### src/rtl/serial_io_pkg.sv
// Shared types and constants for the serial I/O controller.
//   DATA_W/FRAME_W/TMO_W : payload, receiver frame and timeout counter widths
//   TAG_DATA/TAG_EOF     : receiver frame tags in rx_data[9:8]
//   state_e              : controller FSM state encoding
package serial_io_pkg;

    localparam int unsigned DATA_W  = 8;
    localparam int unsigned FRAME_W = 10;
    localparam int unsigned TMO_W   = 16;

    localparam logic [TMO_W-1:0] TIMEOUT_CYCLES_DEF = 16'd50000;

    localparam logic [1:0] TAG_DATA = 2'b10;
    localparam logic [1:0] TAG_EOF  = 2'b11;

    typedef enum logic [2:0] {
        IDLE,
        RX_WAIT,
        RX_FLUSH,
        TX_START,
        TX_WAIT,
        ACK
    } state_e;

endpackage

### src/rtl/io_timeout.sv
// Down-counting watchdog for the serial wait states.
//   clk, rst  : clock, synchronous active-high reset
//   load      : reload the counter with load_val (wins over enable)
//   enable    : decrement by one per cycle, saturating at zero
//   load_val  : reload value
//   expired   : registered flag, high while the counter holds zero
module io_timeout
    import serial_io_pkg::*;
(
    input  logic             clk,
    input  logic             rst,
    input  logic             load,
    input  logic             enable,
    input  logic [TMO_W-1:0] load_val,
    output logic             expired
);

    logic [TMO_W-1:0] count_q, count_d;
    logic             expired_q, expired_d;

    // Next count; expired is derived from the next value so it lines up with count_q
    always_comb begin
        count_d = count_q;
        if (load) begin
            count_d = load_val;
        end else if (enable && (count_q != '0)) begin
            count_d = count_q - TMO_W'(1);
        end
        expired_d = (count_d == '0);
    end

    always_ff @(posedge clk) begin
        if (rst) begin
            count_q   <= '0;
            expired_q <= 1'b0;
        end else begin
            count_q   <= count_d;
            expired_q <= expired_d;
        end
    end

    assign expired = expired_q;

endmodule

### src/rtl/serial_io_ctrl.sv
// CPU-side controller bridging single-byte read/write requests onto a
// serial receiver and transmitter, with a per-transfer timeout.
//   in_req/out_req/out_data : CPU requests (levels held until ack)
//   ack/in_data/in_eof/err  : completion pulse, received payload, EOF, sticky timeout
//   busy                    : controller not idle
//   rx_enable/rx_done/rx_data          : receiver handshake and 10-bit tagged frame
//   tx_start/tx_data/tx_busy/tx_done   : transmitter handshake
module serial_io_ctrl
    import serial_io_pkg::*;
#(
    parameter logic [TMO_W-1:0] TIMEOUT_CYCLES = TIMEOUT_CYCLES_DEF
) (
    input  logic               clk,
    input  logic               rst,
    input  logic               in_req,
    input  logic               out_req,
    input  logic [DATA_W-1:0]  out_data,
    output logic               ack,
    output logic [DATA_W-1:0]  in_data,
    output logic               in_eof,
    output logic               err,
    output logic               busy,
    output logic               rx_enable,
    input  logic               rx_done,
    input  logic [FRAME_W-1:0] rx_data,
    output logic               tx_start,
    output logic [DATA_W-1:0]  tx_data,
    input  logic               tx_busy,
    input  logic               tx_done
);

    state_e            state_q, state_d;
    logic              ack_q, ack_d;
    logic [DATA_W-1:0] in_data_q, in_data_d;
    logic              in_eof_q, in_eof_d;
    logic              err_q, err_d;
    logic              busy_q, busy_d;
    logic              rx_enable_q, rx_enable_d;
    logic              tx_start_q, tx_start_d;
    logic [DATA_W-1:0] tx_data_q, tx_data_d;

    logic              tmo_load_c;
    logic              tmo_enable_c;
    logic              tmo_expired;

    io_timeout u_timeout (
        .clk      (clk),
        .rst      (rst),
        .load     (tmo_load_c),
        .enable   (tmo_enable_c),
        .load_val (TMO_W'(TIMEOUT_CYCLES - TMO_W'(1))),
        .expired  (tmo_expired)
    );

    // Next state and next registered outputs
    always_comb begin
        state_d   = state_q;
        tx_data_d = tx_data_q;
        err_d     = err_q;
        in_data_d = '0;
        in_eof_d  = 1'b0;

        case (state_q)
            IDLE: begin
                // A pending write blocks reads even while the transmitter is busy
                if (out_req) begin
                    if (!tx_busy) begin
                        state_d   = TX_START;
                        tx_data_d = out_data;
                        err_d     = 1'b0;
                    end
                end else if (in_req) begin
                    state_d = RX_WAIT;
                    err_d   = 1'b0;
                end
            end
            RX_WAIT: begin
                // A frame arriving on the last counter cycle still completes normally
                if (rx_done) begin
                    if (rx_data[9:8] == TAG_DATA) begin
                        state_d   = ACK;
                        in_data_d = rx_data[DATA_W-1:0];
                    end else if (rx_data[9:8] == TAG_EOF) begin
                        state_d  = ACK;
                        in_eof_d = 1'b1;
                    end else begin
                        state_d = RX_FLUSH;
                    end
                end else if (tmo_expired) begin
                    state_d = ACK;
                    err_d   = 1'b1;
                end
            end
            RX_FLUSH: state_d = RX_WAIT;
            TX_START: state_d = TX_WAIT;
            TX_WAIT: begin
                if (tx_done) begin
                    state_d = ACK;
                end else if (tmo_expired) begin
                    state_d = ACK;
                    err_d   = 1'b1;
                end
            end
            ACK:      state_d = IDLE;
            default:  state_d = IDLE;
        endcase

        ack_d       = (state_d == ACK);
        busy_d      = (state_d != IDLE);
        rx_enable_d = (state_d == RX_WAIT);
        tx_start_d  = (state_d == TX_START);

        // Reload on every entry into a wait state, including RX_FLUSH -> RX_WAIT
        tmo_load_c   = ((state_d == RX_WAIT) || (state_d == TX_WAIT)) && (state_d != state_q);
        tmo_enable_c = (state_q == RX_WAIT) || (state_q == TX_WAIT);
    end

    always_ff @(posedge clk) begin
        if (rst) begin
            state_q     <= IDLE;
            ack_q       <= 1'b0;
            in_data_q   <= '0;
            in_eof_q    <= 1'b0;
            err_q       <= 1'b0;
            busy_q      <= 1'b0;
            rx_enable_q <= 1'b0;
            tx_start_q  <= 1'b0;
            tx_data_q   <= '0;
        end else begin
            state_q     <= state_d;
            ack_q       <= ack_d;
            in_data_q   <= in_data_d;
            in_eof_q    <= in_eof_d;
            err_q       <= err_d;
            busy_q      <= busy_d;
            rx_enable_q <= rx_enable_d;
            tx_start_q  <= tx_start_d;
            tx_data_q   <= tx_data_d;
        end
    end

    assign ack       = ack_q;
    assign in_data   = in_data_q;
    assign in_eof    = in_eof_q;
    assign err       = err_q;
    assign busy      = busy_q;
    assign rx_enable = rx_enable_q;
    assign tx_start  = tx_start_q;
    assign tx_data   = tx_data_q;

endmodule

### config.mk
export PLATFORM = sky130hd
export DESIGN_NAME = serial_io_ctrl
export DESIGN_NICKNAME = d
export VERILOG_FILES = /design/src/rtl/serial_io_pkg.sv /design/src/rtl/io_timeout.sv /design/src/rtl/serial_io_ctrl.sv
export SDC_FILE = /design/constraint.sdc
export NUM_CORES = 1
export LEC_CHECK = 0
export ABC_AREA = 1
export CAP_MARGIN = 20
export CORE_MARGIN = 1
export CORE_UTILIZATION = 24
export CTS_CLUSTER_SIZE = 28
export DETAILED_ROUTE_END_ITERATION = 8
export GPL_ROUTABILITY_DRIVEN = 1
export PLACE_DENSITY = 0.56
export SETUP_SLACK_MARGIN = 0.4
export SLEW_MARGIN = 40
export SYNTH_ARGS = -nofsm -noshare
export SYNTH_HDL_FRONTEND = slang
export SYNTH_SLANG_ARGS = --single-unit
### constraint.sdc
create_clock -name clk -period 1.66 [get_ports clk]
set_input_delay 0.249 -clock clk [delete_from_list [all_inputs] [get_ports clk]]
set_output_delay 0.249 -clock clk [all_outputs]
set_load 0.02 [all_outputs]
### Signal wires on met1

Bar = 20 um. Supply wires on this layer in grey.
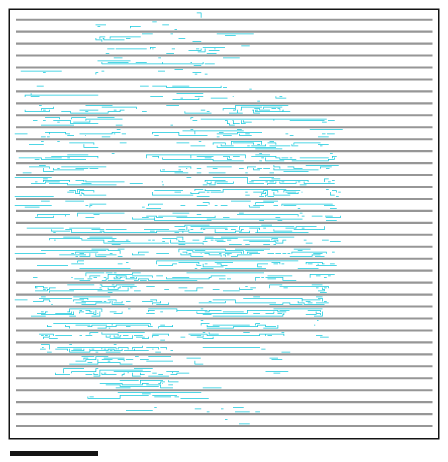
The longest straight run is 32.2 um. The layer carries 2810 um of wire. The wires run mostly horizontal. The layer holds 44% of the routed length.

### M2 wires

Cells faint in the background.
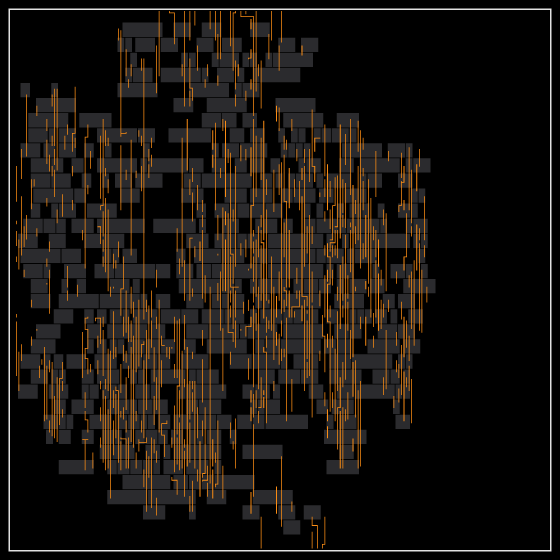
The wires run mostly vertical. The layer carries 3270 um of wire.
DRT Wirelength: 6448 um
via count: 2439

### The metal 3 layer

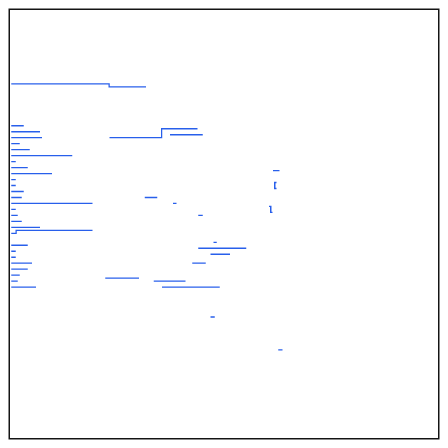
The wires run mostly horizontal. The layer holds 3.7% of the routed length. 39 nets have wire on it. The layer carries 236 um of wire. The longest straight run is 22.1 um.
grt met3 use: 0.02662

==> flow_metrics.py <==
# Synthesis and PnR figures
metrics = {
    "timing": {
        "worst_hold_slack_ps": 302.0,
        "fin_ws_ps": -81.73,
        "period_used_share": 1.049,
        "setup_viol": 1,
        "rsz0062_at_grt": "yes",
        "clock_skew_ps": 4.814,
        "finalCriticalPeriod_ps": 1742,
        "slew_viol_final": 0,
        "tns_ps": -81.73,
        "tightestPinTransition_ps": 306.0,
        "final-hold-violation-count": 0,
    },
    "critical_path": {
        "regToRegStartpoint": "u_timeout.count_q[0]",
        "reg2reg_to": "u_timeout.expired",
        "worstSetupPathType": "reg2reg",
        "worstRegToRegCells": 13,
        "end_kind": "flop",
        "reg2reg_slack_ps": -80,
        "max_stage_delay_ps": 360,
        "cp_max_fo": 3,
        "critPathSlowestCell": "dfxtp_2",
        "worstPathArrival_ps": 1980,
        "crit_start": "u_timeout.count_q[0]",
        "start_kind": "flop",
        "path_cells": "inv_4, buf_6, buf_4, nand2_2, nor2_4, buf_4, nand3_1, nand2_1, a21oi_2, nand3_1, nor2_1, nand2_1, nor2_2",
        "cp.buffers_inverters": 4,
        "cp-endpoint": "u_timeout.expired",
        "path_depth": 13,
    },
    "final_layout": {
        "mostFrequentLayoutCell": "nor2_1",
        "sh_comb_area": 0.3922,
        "area_growth_pct": 73.48,
        "largest_reg_flops": 16,
        "logic_area_um2": 1486,
        "utilization": 0.4325,
        "seq_share": 0.2265,
        "area_dominant_class": "logic gates",
        "fillers": 889,
        "inv_count": 40,
        "bufAreaShareNonClock": 0.2730,
        "logic_gate_count": 238,
        "final_area_um2": 3790,
        "drive_gt1_frac": 0.4127,
        "seq_cell_count": 42,
    },
    "route": {
        "dr.first_iter.drc_count": 95,
        "drcViolationCount": 0,
        "post_drt_wl_per_cell_um": 11.74,
        "top_layer": "met4",
        "routed-wl-met3_um": 235,
    },
    "synthesis": {
        "yosysUniqueCellTypes": 32,
        "synth_xor_xnor_area_share": 0.05613,
        "ys_sh_simple": 0.3557,
        "ys_sh_adder": 0.01145,
        "syn_avg_cell_area_um2": 6.681,
        "muxShareOfSynthArea": 0,
        "yosys_warnings": 0,
        "top_area_cell": "dfxtp_1",
        "synth_top_cell_by_count": "nor2_1",
        "seq_area_frac_synth": 0.3849,
        "ys_top_cells_by_count": "nor2_1 (77), nand2_1 (69), dfxtp_1 (42)",
        "synth_chip_area_um2": 2185,
        "synth_top_flop_cell": "dfxtp_1",
        "ys.flops": 42,
        "fp_nets": 354,
        "logic_family": "simple AND/OR/NAND/NOR gates",
        "ys_async_sr_fraction": 0,
        "edf_count": 0,
    },
    "outcome": {
        "violations": "negative setup slack",
        "outcome": "finished, violations left",
    },
    "pwr": {
        "ir_worst_vdd_mv": 0.5755,
        "powerComb_mw": 4.44,
        "p_total_mw": 6.539,
        "seq_power_share": 0.217,
        "p_leak_nw": 1.802,
        "pg_seq_mw": 1.42,
        "swShare": 0.4397,
        "maxPowerGroup": "combinational cells",
        "p_int_mw": 3.664,
    },
    "hold_path": {
        "holdPathEnd": "in_eof",
        "min_from": "rx_done",
        "hold_path.class": "in2reg",
        "holdPathStages": 3,
    },
    "placement": {
        "dpl_cell_area_um2": 3133,
        "place_ws_ps": -359.6,
        "placed_cells": 521,
        "gp_congestion": 0.8424,
        "dp.final_hpwl_um": 4401,
    },
    "floorplanning": {
        "dieArea_um2": 9488,
        "core_area_um2": 8763,
        "io_pins": 47,
        "initCoreUtil": 0.2493,
        "die_width_um": 97.41,
    },
    "clock_tree": {
        "post-cts-setup-buffers": 10,
        "cts.sinks": 42,
        "cts_tree": "yes",
        "cts_max_level": 2,
        "clk_pin_slew_worst_paths_ps": 90,
        "cts_hold_buf": 0,
    },
    "global_routing": {
        "grt_overflow": 0,
        "grt_usage": 0.1395,
        "grt_use_met2": 0.2485,
        "grt-busiest-layer": "met2",
        "grt_pass1_vias": 2397,
        "use_met1": 0.1673,
        "grt_pass1_wl_um": 10880,
        "grt_max_degree": 20,
    },
    "run": {
        "warnings": 30,
        "maxCapViolCount": 0,
    },
}
Power and IR drop assume default switching activity.
